$ cat src/rtl/alu_result_packer_if.sv
// rtl/alu_result_packer_if.sv - ALU result input and TX FIFO write-port bundle for alu_result_packer
//
// Signals:
//   ALU_OUT        ALU result word (RES_WIDTH)
//   ALU_OUT_VALID  ALU result valid, level
//   FIFO_FULL      downstream FIFO full
//   WR_DATA        byte written to the FIFO (DATA_WIDTH)
//   WR_INC         one-cycle FIFO write strobe
// Modports:
//   master  packer side: drives WR_DATA/WR_INC, receives ALU result and FIFO_FULL
//   slave   environment side: drives ALU result and FIFO_FULL, receives WR_DATA/WR_INC
interface alu_result_packer_if #(
    parameter int DATA_WIDTH = 8,
    parameter int RES_WIDTH  = 2 * DATA_WIDTH
);
    logic [RES_WIDTH-1:0]  ALU_OUT;
    logic                  ALU_OUT_VALID;
    logic                  FIFO_FULL;
    logic [DATA_WIDTH-1:0] WR_DATA;
    logic                  WR_INC;

    modport master (
        input  ALU_OUT,
        input  ALU_OUT_VALID,
        input  FIFO_FULL,
        output WR_DATA,
        output WR_INC
    );

    modport slave (
        output ALU_OUT,
        output ALU_OUT_VALID,
        output FIFO_FULL,
        input  WR_DATA,
        input  WR_INC
    );
endinterface

$ cat src/rtl/alu_result_packer.sv
// rtl/alu_result_packer.sv - buffers ALU results and serializes them LSB-first into the TX FIFO write port
//
// Optional feature macro: ALU_PKR_HDR_EN (prefixes every result with HDR_BYTE).
//
// Ports:
//   ALU_CLK     in   clock, rising edge
//   RST_SYNC_2  in   synchronous active-low reset
//   bus         if   alu_result_packer_if.master: ALU_OUT, ALU_OUT_VALID, FIFO_FULL in;
//                    WR_DATA, WR_INC out (both registered)
//   OVF_CLR     in   clears the sticky overflow flag
//   BUSY        out  buffer holds at least one result
//   BUF_CNT     out  number of buffered results
//   OVF         out  sticky: a result was dropped because the buffer was full
module alu_result_packer #(
    parameter int DATA_WIDTH = 8,
    parameter int RES_WIDTH  = 2 * DATA_WIDTH,
    parameter int BUF_DEPTH  = 2
`ifdef ALU_PKR_HDR_EN
    ,
    parameter logic [DATA_WIDTH-1:0] HDR_BYTE = 8'hA5
`endif
) (
    input  logic                         ALU_CLK,
    input  logic                         RST_SYNC_2,
    alu_result_packer_if.master          bus,
    input  logic                         OVF_CLR,
    output logic                         BUSY,
    output logic [$clog2(BUF_DEPTH):0]   BUF_CNT,
    output logic                         OVF
);

    localparam int PTR_W = $clog2(BUF_DEPTH);
    localparam int CNT_W = PTR_W + 1;

    // State names the next byte to issue for the head result.
`ifdef ALU_PKR_HDR_EN
    typedef enum logic [1:0] {
        S_HDR = 2'd0,
        S_LSB = 2'd1,
        S_MSB = 2'd2
    } state_t;
    localparam state_t S_START = S_HDR;
`else
    typedef enum logic {
        S_LSB = 1'b0,
        S_MSB = 1'b1
    } state_t;
    localparam state_t S_START = S_LSB;
`endif

    state_t                r_state;
    state_t                w_state_nxt;

    logic                  r_valid_d;
    logic [RES_WIDTH-1:0]  r_buf [BUF_DEPTH];
    logic [PTR_W-1:0]      r_rd_ptr;
    logic [PTR_W-1:0]      r_wr_ptr;
    logic [CNT_W-1:0]      r_cnt;
    logic                  r_ovf;
    logic                  r_wr_inc;
    logic [DATA_WIDTH-1:0] r_wr_data;

    logic                  w_push;
    logic                  w_pop;
    logic                  w_full;
    logic                  w_not_empty;
    logic                  w_accept;
    logic                  w_drop;
    logic [RES_WIDTH-1:0]  w_head;
    logic                  w_wr_inc_nxt;
    logic [DATA_WIDTH-1:0] w_wr_data_nxt;

    // One capture per rising edge of the level valid.
    assign w_push      = bus.ALU_OUT_VALID & ~r_valid_d;
    assign w_full      = (r_cnt == CNT_W'(BUF_DEPTH));
    assign w_not_empty = (r_cnt != '0);
    // A pop frees the head slot at the same edge, so a push into a full buffer
    // is still accepted; when full the write slot is the one being popped,
    // and the popped value is read before the write lands.
    assign w_accept    = w_push & (~w_full | w_pop);
    assign w_drop      = w_push & w_full & ~w_pop;
    assign w_head      = r_buf[r_rd_ptr];

    always_comb begin
        w_state_nxt   = r_state;
        w_wr_inc_nxt  = 1'b0;
        w_wr_data_nxt = r_wr_data;
        w_pop         = 1'b0;
        case (r_state)
`ifdef ALU_PKR_HDR_EN
            S_HDR: begin
                if (w_not_empty && !bus.FIFO_FULL) begin
                    w_wr_inc_nxt  = 1'b1;
                    w_wr_data_nxt = HDR_BYTE;
                    w_state_nxt   = S_LSB;
                end
            end
`endif
            S_LSB: begin
                if (w_not_empty && !bus.FIFO_FULL) begin
                    w_wr_inc_nxt  = 1'b1;
                    w_wr_data_nxt = w_head[DATA_WIDTH-1:0];
                    w_state_nxt   = S_MSB;
                end
            end
            S_MSB: begin
                // Only reachable with a head entry present.
                if (!bus.FIFO_FULL) begin
                    w_wr_inc_nxt  = 1'b1;
                    w_wr_data_nxt = w_head[RES_WIDTH-1:DATA_WIDTH];
                    w_pop         = 1'b1;
                    w_state_nxt   = S_START;
                end
            end
            default: begin
                w_state_nxt = S_START;
            end
        endcase
    end

    always_ff @(posedge ALU_CLK) begin
        if (!RST_SYNC_2) begin
            r_state <= S_START;
        end else begin
            r_state <= w_state_nxt;
        end
    end

    always_ff @(posedge ALU_CLK) begin
        if (!RST_SYNC_2) begin
            r_wr_inc  <= 1'b0;
            r_wr_data <= '0;
        end else begin
            r_wr_inc  <= w_wr_inc_nxt;
            r_wr_data <= w_wr_data_nxt;
        end
    end

    always_ff @(posedge ALU_CLK) begin
        if (!RST_SYNC_2) begin
            r_valid_d <= 1'b0;
            r_rd_ptr  <= '0;
            r_wr_ptr  <= '0;
            r_cnt     <= '0;
        end else begin
            r_valid_d <= bus.ALU_OUT_VALID;
            if (w_accept) begin
                r_wr_ptr <= r_wr_ptr + PTR_W'(1);
            end
            if (w_pop) begin
                r_rd_ptr <= r_rd_ptr + PTR_W'(1);
            end
            if (w_accept && !w_pop) begin
                r_cnt <= r_cnt + CNT_W'(1);
            end else if (w_pop && !w_accept) begin
                r_cnt <= r_cnt - CNT_W'(1);
            end
        end
    end

    // Storage needs no reset; pointers and count define what is valid.
    always_ff @(posedge ALU_CLK) begin
        if (RST_SYNC_2 && w_accept) begin
            r_buf[r_wr_ptr] <= bus.ALU_OUT;
        end
    end

    // A drop in the same cycle as OVF_CLR wins.
    always_ff @(posedge ALU_CLK) begin
        if (!RST_SYNC_2) begin
            r_ovf <= 1'b0;
        end else if (w_drop) begin
            r_ovf <= 1'b1;
        end else if (OVF_CLR) begin
            r_ovf <= 1'b0;
        end
    end

    assign bus.WR_INC  = r_wr_inc;
    assign bus.WR_DATA = r_wr_data;
    assign BUSY        = w_not_empty;
    assign BUF_CNT     = r_cnt;
    assign OVF         = r_ovf;

endmodule

$ cat src/flat_wrapper.sv
// flat-port wrapper written by rule: the top's interface ports become plain ports
module alu_result_packer_flat 
#(
    parameter int DATA_WIDTH = 8,
    parameter int RES_WIDTH  = 2 * DATA_WIDTH,
    parameter int BUF_DEPTH  = 2

)
  (ALU_CLK, RST_SYNC_2, OVF_CLR, BUSY, BUF_CNT, OVF, bus_ALU_OUT, bus_ALU_OUT_VALID, bus_FIFO_FULL, bus_WR_DATA, bus_WR_INC);
  alu_result_packer_if #(.DATA_WIDTH(DATA_WIDTH), .RES_WIDTH(RES_WIDTH)) bus_i ();
  input  logic ALU_CLK;
  input  logic RST_SYNC_2;
  input  logic OVF_CLR;
  output logic BUSY;
  output logic [$clog2(BUF_DEPTH):0] BUF_CNT;
  output logic OVF;
  input wire logic [$bits(bus_i.ALU_OUT)-1:0] bus_ALU_OUT;
  input wire logic [$bits(bus_i.ALU_OUT_VALID)-1:0] bus_ALU_OUT_VALID;
  input wire logic [$bits(bus_i.FIFO_FULL)-1:0] bus_FIFO_FULL;
  output wire logic [$bits(bus_i.WR_DATA)-1:0] bus_WR_DATA;
  output wire logic [$bits(bus_i.WR_INC)-1:0] bus_WR_INC;
  assign bus_i.ALU_OUT = bus_ALU_OUT;
  assign bus_i.ALU_OUT_VALID = bus_ALU_OUT_VALID;
  assign bus_i.FIFO_FULL = bus_FIFO_FULL;
  assign bus_WR_DATA = bus_i.WR_DATA;
  assign bus_WR_INC = bus_i.WR_INC;
  alu_result_packer #(.DATA_WIDTH(DATA_WIDTH), .RES_WIDTH(RES_WIDTH), .BUF_DEPTH(BUF_DEPTH)) u_core (.ALU_CLK(ALU_CLK), .RST_SYNC_2(RST_SYNC_2), .bus(bus_i), .OVF_CLR(OVF_CLR), .BUSY(BUSY), .BUF_CNT(BUF_CNT), .OVF(OVF));
endmodule
$ cat config.mk
export PLATFORM = sky130hd
export DESIGN_NAME = alu_result_packer_flat
export DESIGN_NICKNAME = d
export VERILOG_FILES = /design/src/rtl/alu_result_packer_if.sv /design/src/rtl/alu_result_packer.sv /design/src/flat_wrapper.sv
export SDC_FILE = /design/constraint.sdc
export NUM_CORES = 1
export LEC_CHECK = 0
export ABC_AREA = 1
export CORE_UTILIZATION = 40
export CTS_CLUSTER_DIAMETER = 60
export DETAILED_ROUTE_END_ITERATION = 8
export GPL_ROUTABILITY_DRIVEN = 0
export PLACE_DENSITY = 0.67
export SYNTH_ARGS = -nofsm -noshare
export SYNTH_HDL_FRONTEND = slang
export SYNTH_SLANG_ARGS = --single-unit
export TNS_END_PERCENT = 1
$ cat constraint.sdc
create_clock -name ALU_CLK -period 3.55 [get_ports ALU_CLK]
set_clock_uncertainty 0.05 [all_clocks]
set_input_delay 0.71 -clock ALU_CLK [delete_from_list [all_inputs] [get_ports ALU_CLK]]
set_output_delay 0.71 -clock ALU_CLK [all_outputs]
set_load 0.02 [all_outputs]
==> Flow_metrics.wiki, run 1 <==
== Run summary ==
{| class="wikitable"
! Metric !! Value
|-
| Last element of the critical path || u_core.BUF_CNT[1]
|-
| Avg Vias per Cell || ~4.5
|-
| Layout cells sized above 1 || 0.1206
|-
| Total number of yosys warnings || 0
|-
| Total global routing track utilization || 0.1521
|-
| Worst Max-Slew Pin Slew || 0.6632 ns
|-
| Leading cell types by count after synthesis || 47 x sky130_fd_sc_hd__nand2_1, 40 x sky130_fd_sc_hd__inv_1, 32 x sky130_fd_sc_hd__edfxtp_1, 23 x sky130_fd_sc_hd__nor2_1, 17 x sky130_fd_sc_hd__dfxtp_1
|-
| Total vias in the final route || around 1.5k
|-
| Setup total negative slack || 0 ns
|-
| Post-layout min period || 2.335 ns
|-
| Top achievable clock speed || 428.3 MHz
|-
| CTS tree || done
|-
| Area figure in the yosys stat output || 2121 µm²
|-
| OpenROAD warning count || 26
|-
| Highest metal layer used by the detailed router || met4
|-
| Worst min-delay path class || flop to flop
|-
| Worst slack after detailed placement || around 0.90 ns
|-
| Leakage || between 1 and 1.5 nW
|-
| Yosys cell count || 220
|-
| Routed Antenna Nets || 0
|-
| Clock Pin Slew Worst Setup and Hold Paths || ~0.08 ns
|-
| Hold Violations, Final || 0
|-
| Worst hold path startpoint || u_core.OVF
|-
| Post-CTS setup buffers || 0
|-
| Number of design rule violations left after detail routing || 0
|-
| Start point of the critical path || bus_FIFO_FULL
|-
| Number of enable-type register cells in the synthesized netlist || 32
|-
| Hold worst-path end || u_core.OVF
|-
| Overall power of the completed layout || 0.001299 W
|-
| Cell Area, Placed || around 2500 µm²
|-
| Cell internal pwr || about 0.00097 W
|-
| Logic pwr share || 0.189
|-
| Synth Area per Inst || between 9 and 10 µm²
|-
| Distinct cell type count of the synthesized netlist || 22
|-
| Sequential share of power || 0.516
|-
| Die footprint || 5597 µm²
|-
| Post-synth top area share || 0.4531
|-
| Register containing the most flip-flops in the final layout || u_core.r_buf
|-
| Width of the die || 74.82 µm
|-
| Initial antenna violation count || 0
|-
| Seq share, synth || 0.6136
|-
| Sort of element at the end of the critical path || flop
|-
| Maximum level of the CTS H-tree || 2
|-
| Vias in the first global route || 1402
|-
| Met3 layer wire length in the routed design || around 120 µm
|-
| Arrival @ worst endpoint || approximately 2.5 ns
|-
| Dominant register cell in the synthesized netlist || sky130_fd_sc_hd__edfxtp_1
|-
| Overflow after GRT || 0
|-
| Sw Pwr || about 0.00033 W
|-
| Final tally of setup violations || 0
|-
| Reg2Reg Capture Point || u_core.r_buf[0][15]
|-
| Critical Path Source Type || input port
|-
| Run status || finished clean
|-
| CTS hold repair buffers || 0
|-
| Root buffer cell || sky130_fd_sc_hd__clkbuf_8
|-
| Boundary Pins || 34
|-
| Clock power frac || 0.296
|-
| Clock sinks || roughly 49
|-
| Max FFs per register || 32
|-
| Post-synth net total || ~240
|-
| Number of cells traversed by the worst register-to-register path || 5
|-
| Hold depth || 2
|-
| Count of maximum capacitance violations || 0
|-
| Number of inserted diodes || 0
|-
| Async set-or-reset flop fraction in the synthesized netlist || 0
|-
| Highest net fanout along the worst path || 12
|-
| Global-route wire length before repair || ~6 mm
|-
| Largest net degree at the start of global routing || 18
|-
| Worst setup margin || 1.215 ns
|-
| # rows || 26
|-
| Net count of the finished layout || between 200 and 300
|-
| Headroom to the max-slew limit || 0.5573
|-
| Area overhead of the layout relative to synthesis || 22.83%
|-
| Number of port buffers || 33
|-
| Placed Instances || approximately 320
|-
| Worst hold slack || about 0.42 ns
|-
| Clock latency at the later pin of the worst-skew pair || around 0.3 ns
|-
| Cells after Synth || 220
|-
| Fill count || roughly 510
|-
| Ys flops || just under 50
|-
| Setup repair after global routing missed its margin || false
|-
| Height of the chip || 74.82 µm
|-
| Wire per inst || 11.23 µm
|-
| DRT Pass-1 Iters || 4
|-
| Half-perimeter wire length of the detailed placement result || around 2.6 mm
|-
| Final critical-path share of the clock period || 0.6577
|-
| Worst ir drop on vdd || about 210 µV
|-
| Pwr/cell area || 498.7 nW/µm²
|}
-- run 1: metal layers --
metal / up-vias / GRT usage
met5: - / 0
met3: 5 / 0.03614
met2: 25 / 0.2763
li1: 762 / -
met1: 666 / 0.1735
met4: 0 / 0.05660
-- run 1: placed cells by master, fill, tap and decap left out --
| master | n |
|---|---|
| sky130_fd_sc_hd__edfxtp_1 | 32 |
| sky130_fd_sc_hd__o21ai_4 | 1 |
| sky130_fd_sc_hd__buf_4 | 2 |
| sky130_fd_sc_hd__clkinv_2 | 1 |
| sky130_fd_sc_hd__xor2_1 | 1 |
| sky130_fd_sc_hd__nand3_2 | 2 |
| sky130_fd_sc_hd__nand2_1 | 47 |
| sky130_fd_sc_hd__nand3_1 | 16 |
| sky130_fd_sc_hd__dfxtp_1 | 17 |
| sky130_fd_sc_hd__nand2_2 | 13 |
| sky130_fd_sc_hd__nand3b_1 | 9 |
| sky130_fd_sc_hd__nor3_2 | 1 |
| sky130_fd_sc_hd__bufinv_16 | 1 |
| sky130_fd_sc_hd__nand4_1 | 2 |
| sky130_fd_sc_hd__inv_2 | 4 |
| sky130_fd_sc_hd__ha_1 | 1 |
| sky130_fd_sc_hd__clkdlybuf4s50_1 | 33 |
| sky130_fd_sc_hd__clkbuf_1 | 1 |
| sky130_fd_sc_hd__inv_1 | 40 |
| sky130_fd_sc_hd__a21oi_1 | 3 |
| sky130_fd_sc_hd__clkbuf_8 | 5 |
| sky130_fd_sc_hd__inv_4 | 1 |
| sky130_fd_sc_hd__o21ai_0 | 1 |
| sky130_fd_sc_hd__nor2_1 | 23 |
-- run 1: cell type report --
| cell class | instances | area, µm² | share of cell area |
|---|---|---|---|
| clock inverters | 2 | 35.03 | 0.01345 |
| flip-flops and latches | 49 | 1301 | 0.4995 |
| clock buffers | 6 | 72.57 | 0.02786 |
| well taps | 70 | 87.58 | 0.03362 |
| multi-input cells | 120 | 591.8 | 0.2272 |
| repair buffers | 35 | 345.3 | 0.1326 |
| inverters | 45 | 171.4 | 0.06580 |
-- run 1: critical path: stages --
cell and delay, ns:
sky130_fd_sc_hd__clkdlybuf4s50_1 0.52, sky130_fd_sc_hd__inv_2 0.07, sky130_fd_sc_hd__nand2_2 0.20, sky130_fd_sc_hd__nand3_1 0.14
sky130_fd_sc_hd__nand2_1 0.13, sky130_fd_sc_hd__inv_1 0.06, sky130_fd_sc_hd__ha_1 0.31, sky130_fd_sc_hd__nand3b_1 0.18
sky130_fd_sc_hd__nand2_1 0.07, sky130_fd_sc_hd__nand2_1 0.04, sky130_fd_sc_hd__nor2_1 0.10
-- run 1: power groups by stage --
stage          logic [W]  clock network (W)  registers (W)
2_1_floorplan   0.000133                  0       0.000701
3_5_place_dp    0.000247                  0       0.000684
3_3_place_gp    0.000243                  0       0.000683
4_1_cts         0.000248           0.000399       0.000671
6_report        0.000245           0.000384       0.000670
5_1_grt         0.000273           0.000421       0.000675
-- run 1: logic make-up after synthesis --
family | count (synthesis) | synth area share
adder cells (fa/ha/maj) | 1 | 0.005899
flip-flops | 49 | 0.6136
AND/OR/NAND/NOR | 113 | 0.2496
XOR/XNOR | 1 | 0.004131
buffers and inverters | 51 | 0.1097
AND-OR/OR-AND | 5 | 0.01711
**Run 1: gate families picked out**

The bar under the picture is 20 µm long.
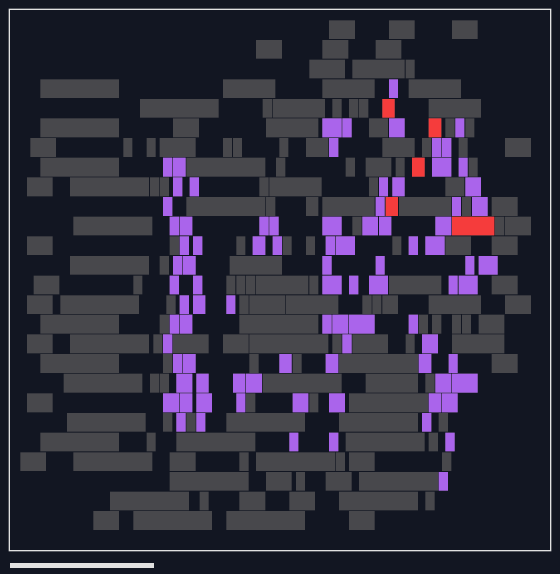
| color | family | cells |
|---|---|---|
| purple | NAND gates | 89 |
| red | inverting AOI/OAI gates | 5 |
fraction of area in multi-input gates: 0.2272
final standard cell count with taps included and fillers excluded: 327
commonest non-fill, non-tap cell in the layout: sky130_fd_sc_hd__nand2_1

**Run 1: port wiring**

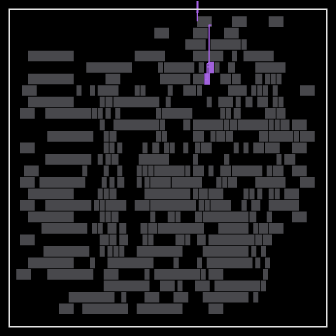
| color | port | bits | direction | edge | end cells | buffers | wire |
|---|---|---|---|---|---|---|---|
| purple | bus_ALU_OUT_VALID | 1 | input | top | 2 | 1 | 17.1 µm |

**Run 1: placement density heat map**

7 x 7 tiles, from black (low) to pale yellow (high), 0 to 100% covered.
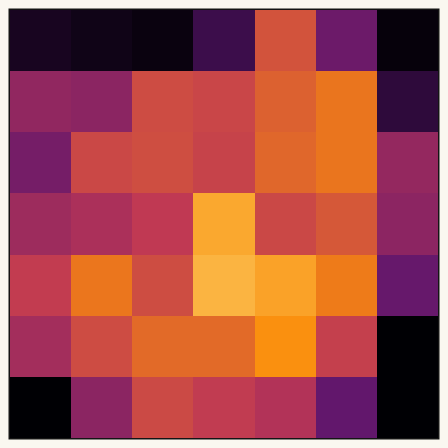
mean over tiles: 45%
emptiest ninth of the die: upper left
tiles over 75% full: 8.2%
fullest tile: 84%
Core Box Area: 5107 µm²
Starting Density: 0.4152
share of the core filled with cells in the final layout: 0.5100

**Run 1: placement view**

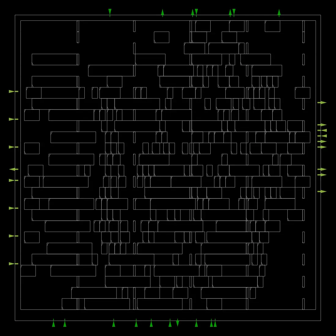

--- run 2 (diff from run 1) ---
- clock period: 3.55 -> 2.3 ns (I/O delays scaled with it)
**Run 2: placement view**

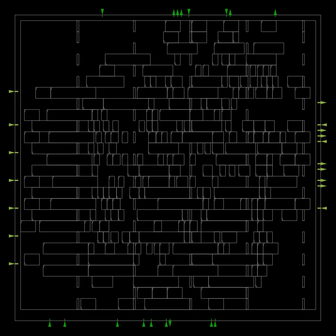
sequential fraction of total cell area: 0.4934
tapcell count: 70

==> run 2 against run 1 <==
Against the previous run: sequential power increased by 54%; power increased by 52%; register-to-register slack got worse by 0.83 ns; synthesized cell count unchanged; sequential cell count unchanged; routed wire length decreased by 2.5%; largest cell class unchanged.
==> Flow_metrics.wiki, run 2 <==
== Run summary ==
{| class="wikitable"
! Metric !! Value
|-
| Width of the die || 74.82 µm (unchanged)
|-
| Area fraction in and, or, nand and nor cells after synthesis || 0.2496 (unchanged)
|-
| Reg2Reg Capture Point || u_core.BUF_CNT[1]
|-
| Routed Antenna Nets || 0 (unchanged)
|-
| Setup repair after global routing missed its margin || false
|-
| Core Box Area || 5107 µm² (unchanged)
|-
| Top comb family, area || simple AND/OR/NAND/NOR gates
|-
| Placed Instances || 324 (+1.6%)
|-
| Start point of the critical path || u_core.BUF_CNT[1]
|-
| Maximum level of the CTS H-tree || 2 (unchanged)
|-
| Total vias in the final route || 1433 (-1.7%)
|-
| Root buffer cell || sky130_fd_sc_hd__clkbuf_8
|-
| Max FFs per register || 32 (unchanged)
|-
| Wire per inst || 10.79 µm (-3.9%)
|-
| Area overhead of the layout relative to synthesis || 24.37%
|-
| OpenROAD warning count || 26 (unchanged)
|-
| Starting DRT DRC Count || 41
|-
| Number of enable-type register cells in the synthesized netlist || 32 (unchanged)
|-
| Clock sinks || 49 (unchanged)
|-
| Arrival @ worst endpoint || 1.50 ns (-1.02 ns)
|-
| Worst setup margin || 0.2930 ns (-0.9222 ns)
|-
| Ys flops || 49 (unchanged)
|-
| Avg Vias per Cell || 4.316 (-3.2%)
|-
| Async set-or-reset flop fraction in the synthesized netlist || 0 (unchanged)
|-
| AND-OR/OR-AND Cells, Area Fraction || 0.01711 (unchanged)
|-
| Leakage || 1.154 nW (+2.1%)
|-
| Number of cells traversed by the worst register-to-register path || 9 (+4)
|-
| CTS hold repair buffers || 0 (unchanged)
|-
| Post-layout min period || between 2 and 2.5 ns
|-
| Overflow after GRT || 0 (unchanged)
|-
| Adder-cell share of the synthesized area || 0.005900 (unchanged)
|-
| Vias in the first global route || 1271 (-9.3%)
|-
| Highest net fanout along the worst path || 4 (-8)
|-
| Hold worst-path end || u_core.OVF
|-
| Worst Max-Slew Pin Slew || 0.6511 ns (-0.01207 ns)
|-
| Hold Violations, Final || 0 (unchanged)
|-
| Commonest cells after routing, fill and taps aside || 47 x sky130_fd_sc_hd__nand2_1, 40 x sky130_fd_sc_hd__inv_1, 33 x sky130_fd_sc_hd__clkdlybuf4s50_1
|-
| Distinct cell type count of the synthesized netlist || 22 (unchanged)
|-
| Worst ir drop on vdd || 359.7 µV (+68%)
|-
| Share of the core filled with cells in the final layout || 0.5164 (+0.006370)
|-
| Clock Pin Slew Worst Setup and Hold Paths || 0.08 ns (about the same)
|-
| Net count of the finished layout || 283 (+1.8%)
|-
| Half-perimeter wire length of the detailed placement result || 2.609 mm (+1.8%)
|-
| Synth Area per Inst || 9.640 µm² (unchanged)
|-
| Cell Area, Placed || 2535 µm² (+1.5%)
|-
| Setup total negative slack || 0 ns (unchanged)
|-
| Worst hold path startpoint || u_core.OVF
|-
| Post-synthesis xor/xnor area fraction || 0.004130 (unchanged)
|-
| Headroom to the max-slew limit || 0.5653 (+0.008057)
|-
| Seq share, synth || 0.6136 (unchanged)
|-
| Final critical-path share of the clock period || 0.8726
|-
| Run status || finished clean
|-
| Commonest non-fill, non-tap cell in the layout || sky130_fd_sc_hd__nand2_1
|-
| Boundary Pins || 34 (unchanged)
|-
| Final standard cell count with taps included and fillers excluded || 332 (+1.5%)
|-
| Register containing the most flip-flops in the final layout || u_core.r_buf
|-
| Dominant register cell in the synthesized netlist || sky130_fd_sc_hd__edfxtp_1
|-
| Top achievable clock speed || 498.3 MHz
|-
| Number of port buffers || 33 (unchanged)
|-
| Initial antenna violation count || 0 (unchanged)
|-
| Total number of yosys warnings || 0 (unchanged)
|-
| Pwr/cell area || 746.5 nW/µm² (+50%)
|-
| Height of the chip || 74.82 µm (unchanged)
|-
| Die footprint || 5597 µm² (unchanged)
|-
| Starting Density || 0.4152 (unchanged)
|-
| Number of inserted diodes || 0 (unchanged)
|-
| Leading cell types by count after synthesis || 47 x sky130_fd_sc_hd__nand2_1, 40 x sky130_fd_sc_hd__inv_1, 32 x sky130_fd_sc_hd__edfxtp_1, 23 x sky130_fd_sc_hd__nor2_1, 17 x sky130_fd_sc_hd__dfxtp_1
|-
| Critical Path Source Type || flop
|-
| Multiplexer fraction of the synthesized cell area || 0 (unchanged)
|-
| Hold depth || 2 (unchanged)
|-
| CTS tree || done
|-
| Cells after Synth || 220 (unchanged)
|-
| Worst min-delay path class || flop to flop
|-
| Final tally of setup violations || 0 (unchanged)
|-
| DRT Pass-1 Iters || 4 (unchanged)
|-
| Clock latency at the later pin of the worst-skew pair || 0.30 ns (about the same)
|-
| # rows || 26 (unchanged)
|-
| Post-CTS setup buffers || 0 (unchanged)
|-
| Largest net degree at the start of global routing || 18 (unchanged)
|-
| Count of maximum capacitance violations || 0 (unchanged)
|-
| Worst slack after detailed placement || 0.1196 ns (-0.7801 ns)
|}
==> run 2: cell counts after synthesis <==
Identical to the previous run, type by type.
==> run 2: how the worst max path moves through the flow <==
stage	cells past startpoint	endpoint
floorplan	5	u_core.r_buf[1][0]
global placement	10	u_core.BUF_CNT[1]
detailed placement	10	u_core.BUF_CNT[1]
CTS	3	BUSY
global route	3	BUSY
finish	3	BUSY
==> run 2: kinds of logic after synthesis <==
kind of cell | count (synthesis)
simple gates | 113
buf+inv | 51
flops | 49
compound gates | 5
xor+xnor | 1
fa+ha+maj | 1
==> run 2: report_power, final <==
group	internal (W)	total, W	switching, W	leakage, nW
Clock	0.000279	0.000551	0.000272	0.0534
Combinational	0.000176	0.000385	0.000209	0.669
Sequential	0.00100	0.00103	0.0000325	0.431
==> run 2: layout make-up <==
type,instances,area [µm²]
clock buffers,7,97.59
multi-input cells,120,591.8
repair buffers,40,382.9
fillers,496,2470
clock inverters,1,5.005
well taps,70,87.58
flip-flops and latches,49,1301
inverters,45,171.4
==> run 2: stage by stage <==
stage | hold slack, ns | power, W
global placement | 0.4087 | 0.001437
floorplan | 0.3944 | 0.001289
detailed placement | 0.4094 | 0.001443
finish | 0.4226 | 0.001969
CTS | 0.4240 | 0.001995
global route | 0.4432 | 0.002079
==> run 2: layer usage <==
layer	track usage	up-vias	part of all wire
li1	-	766	-
met1	0.1922	636	0.46
met2	0.2332	26	0.48
met3	0.04016	5	0.034
met4	0.06289	0	0.018
met5	0	-	0
==> run 2: worst max-delay path: stages, from the launching register on <==
cell,delay [ns]
sky130_fd_sc_hd__dfxtp_1,0.41
sky130_fd_sc_hd__inv_2,0.07
sky130_fd_sc_hd__nand2_2,0.10
sky130_fd_sc_hd__clkdlybuf4s50_1,0.62
**Run 2: port wiring**

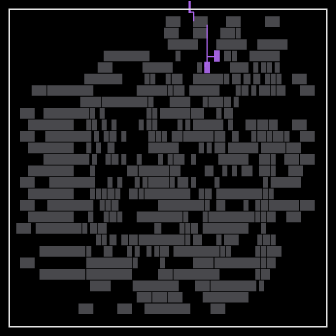

--- run 3 (diff from run 2) ---
- CORE_UTILIZATION: 40 -> 25
- PLACE_DENSITY: 0.67 -> 0.47
**Run 3: port wiring**

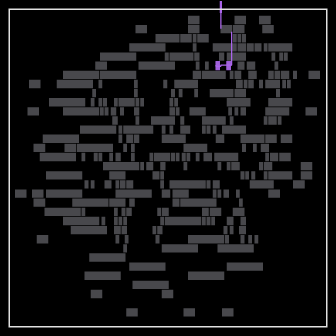
| color | port | bits | direction | edge | end cells | buffers | wire |
|---|---|---|---|---|---|---|---|
| purple | bus_ALU_OUT_VALID | 1 | input | top | 2 | 1 | 20.4 µm |
number of port buffers: 33
Boundary Pins: 34

==> run 3 against run 2 <==
Against the previous run: core utilization down 19 points; sequential power about the same; synthesized area unchanged; register-to-register slack about the same; critical path depth unchanged; die area up 58%; largest power group unchanged; clock power up 8.3%; power up 2.8%.
==> Flow_metrics.wiki, run 3 <==
== Run summary ==
{| class="wikitable"
! Metric !! Value
|-
| Register containing the most flip-flops in the final layout || u_core.r_buf
|-
| Number of cells traversed by the worst register-to-register path || 9 (unchanged)
|-
| Vias in the first global route || 1407 (+11%)
|-
| Clock sinks || 49 (unchanged)
|-
| Wire per inst || 11.25 µm (+4.2%)
|-
| Root buffer cell || sky130_fd_sc_hd__clkbuf_8
|-
| OpenROAD warning count || 26 (unchanged)
|-
| Leading cell types by count after synthesis || 47 x sky130_fd_sc_hd__nand2_1, 40 x sky130_fd_sc_hd__inv_1, 32 x sky130_fd_sc_hd__edfxtp_1, 23 x sky130_fd_sc_hd__nor2_1, 17 x sky130_fd_sc_hd__dfxtp_1
|-
| Fill count || 853 (+72%)
|-
| Logic pwr share || 0.196 (about the same)
|-
| Worst ir drop on vdd || 221.3 µV (-38%)
|-
| Final tally of setup violations || 0 (unchanged)
|-
| Height of the chip || 94.11 µm (+26%)
|-
| Clock latency at the later pin of the worst-skew pair || 0.30 ns (about the same)
|-
| Initial antenna violation count || 0 (unchanged)
|-
| Routed Antenna Nets || 0 (unchanged)
|-
| Starting Density || 0.2581 (-0.1571)
|-
| Sequential share of power || 0.509 (-0.015)
|-
| Net count of the finished layout || 282 (-0.35%)
|-
| DRT Pass-1 Iters || 4 (unchanged)
|-
| Worst Max-Slew Pin Slew || 0.4076 ns (-0.2435 ns)
|-
| Synth Area per Inst || 9.640 µm² (unchanged)
|-
| Distinct cell type count of the synthesized netlist || 22 (unchanged)
|-
| Run status || finished clean
|-
| Max FFs per register || 32 (unchanged)
|-
| CTS tree || done
|-
| Half-perimeter wire length of the detailed placement result || 2.877 mm (+10%)
|-
| Commonest non-fill, non-tap cell in the layout || sky130_fd_sc_hd__nand2_1
|-
| # rows || 33 (+27%)
|-
| Setup total negative slack || 0 ns (unchanged)
|-
| Clock Pin Slew Worst Setup and Hold Paths || 0.09 ns (about the same)
|-
| Async set-or-reset flop fraction in the synthesized netlist || 0 (unchanged)
|-
| Number of inserted diodes || 0 (unchanged)
|-
| Ys flops || 49 (unchanged)
|-
| Dominant register cell in the synthesized netlist || sky130_fd_sc_hd__edfxtp_1
|-
| Area overhead of the layout relative to synthesis || 27.79%
|-
| Worst hold path startpoint || u_core.r_wr_ptr
|-
| CTS hold repair buffers || 0 (unchanged)
|}
## run 3: netlist changes by cell type in the layout (fill, tap and decap cells not counted)
cell                       delta
sky130_fd_sc_hd__buf_4        -3
sky130_fd_sc_hd__buf_12       +2
sky130_fd_sc_hd__clkbuf_1     -1
sky130_fd_sc_hd__clkbuf_8     +1
sky130_fd_sc_hd__clkinv_2     -1
sky130_fd_sc_hd__inv_4        +1
## run 3: worst max path at each step
stage | start | end | slack (ns) | cells after the start
after floorplan | bus_FIFO_FULL | u_core.r_buf[1][0] | 0.43 | 5
after global placement | bus_FIFO_FULL | u_core.BUF_CNT[1] | 0.16 | 10
after detailed placement | bus_FIFO_FULL | u_core.BUF_CNT[1] | 0.15 | 10
after CTS | u_core.BUF_CNT[1] | BUSY | 0.26 | 3
after global routing | u_core.BUF_CNT[1] | BUSY | 0.18 | 3
final | u_core.BUF_CNT[1] | BUSY | 0.29 | 3
## run 3: metrics by stage
| step | cell area, µm² | std cells | hold slack [ns] | setup WS [ns] |
|---|---|---|---|---|
| 2_1_floorplan | 2126 | 220 | 0.3944 | 0.4278 |
| 3_3_place_gp | 2596 | 358 | 0.4111 | 0.1587 |
| 3_5_place_dp | 2596 | 358 | 0.4134 | 0.1497 |
| 4_1_cts | 2710 | 366 | 0.4276 | 0.2646 |
| 5_1_grt | 2710 | 366 | 0.4577 | 0.1837 |
| 6_report | 2710 | 366 | 0.4249 | 0.2852 |
## run 3: power by group through the flow
stage,clock [W],sequential (W),combinational [W]
after floorplan,0,0.00108,0.000207
final,0.000597,0.00103,0.000397
after global placement,0,0.00105,0.000402
after CTS,0.000626,0.00103,0.000407
after detailed placement,0,0.00105,0.000405
after global routing,0.000652,0.00104,0.000444
## run 3: logic make-up (layout without fill, tap and decap cells)
kind of cell	Yosys count	in the layout	synth area share
flip-flops	49	49	0.6136
buffers and inverters	51	92	0.1097
AND-OR/OR-AND	5	5	0.01711
XOR/XNOR	1	1	0.004131
AND/OR/NAND/NOR	113	113	0.2496
adder cells (fa/ha/maj)	1	1	0.005899
## run 3: area by class of cell
class                   count  area, µm²  area share
flip-flops and latches     49       1301      0.4801
multi-input cells         120      591.8      0.2184
repair buffers             39      400.4      0.1477
inverters                  45      171.4     0.06325
well taps                 105      131.4     0.04848
clock buffers               7      107.6     0.03970
clock inverters             1      6.256    0.002308
## run 3: metal layers
metal,routed length (µm),share of wire,global-route usage,up-vias
met5,0,0,0,-
met3,161,0.039,0.02104,8
met1,2020,0.49,0.1309,657
met4,80,0.019,0.04615,0
li1,-,-,-,764
met2,1854,0.45,0.1624,27
## run 3: worst max-delay path, stage by stage (launching register included)
cell	delay [ns]
sky130_fd_sc_hd__dfxtp_1	0.41
sky130_fd_sc_hd__inv_2	0.07
sky130_fd_sc_hd__nand2_2	0.11
sky130_fd_sc_hd__clkdlybuf4s50_1	0.61
Power is estimated from default activity; no workload was simulated.
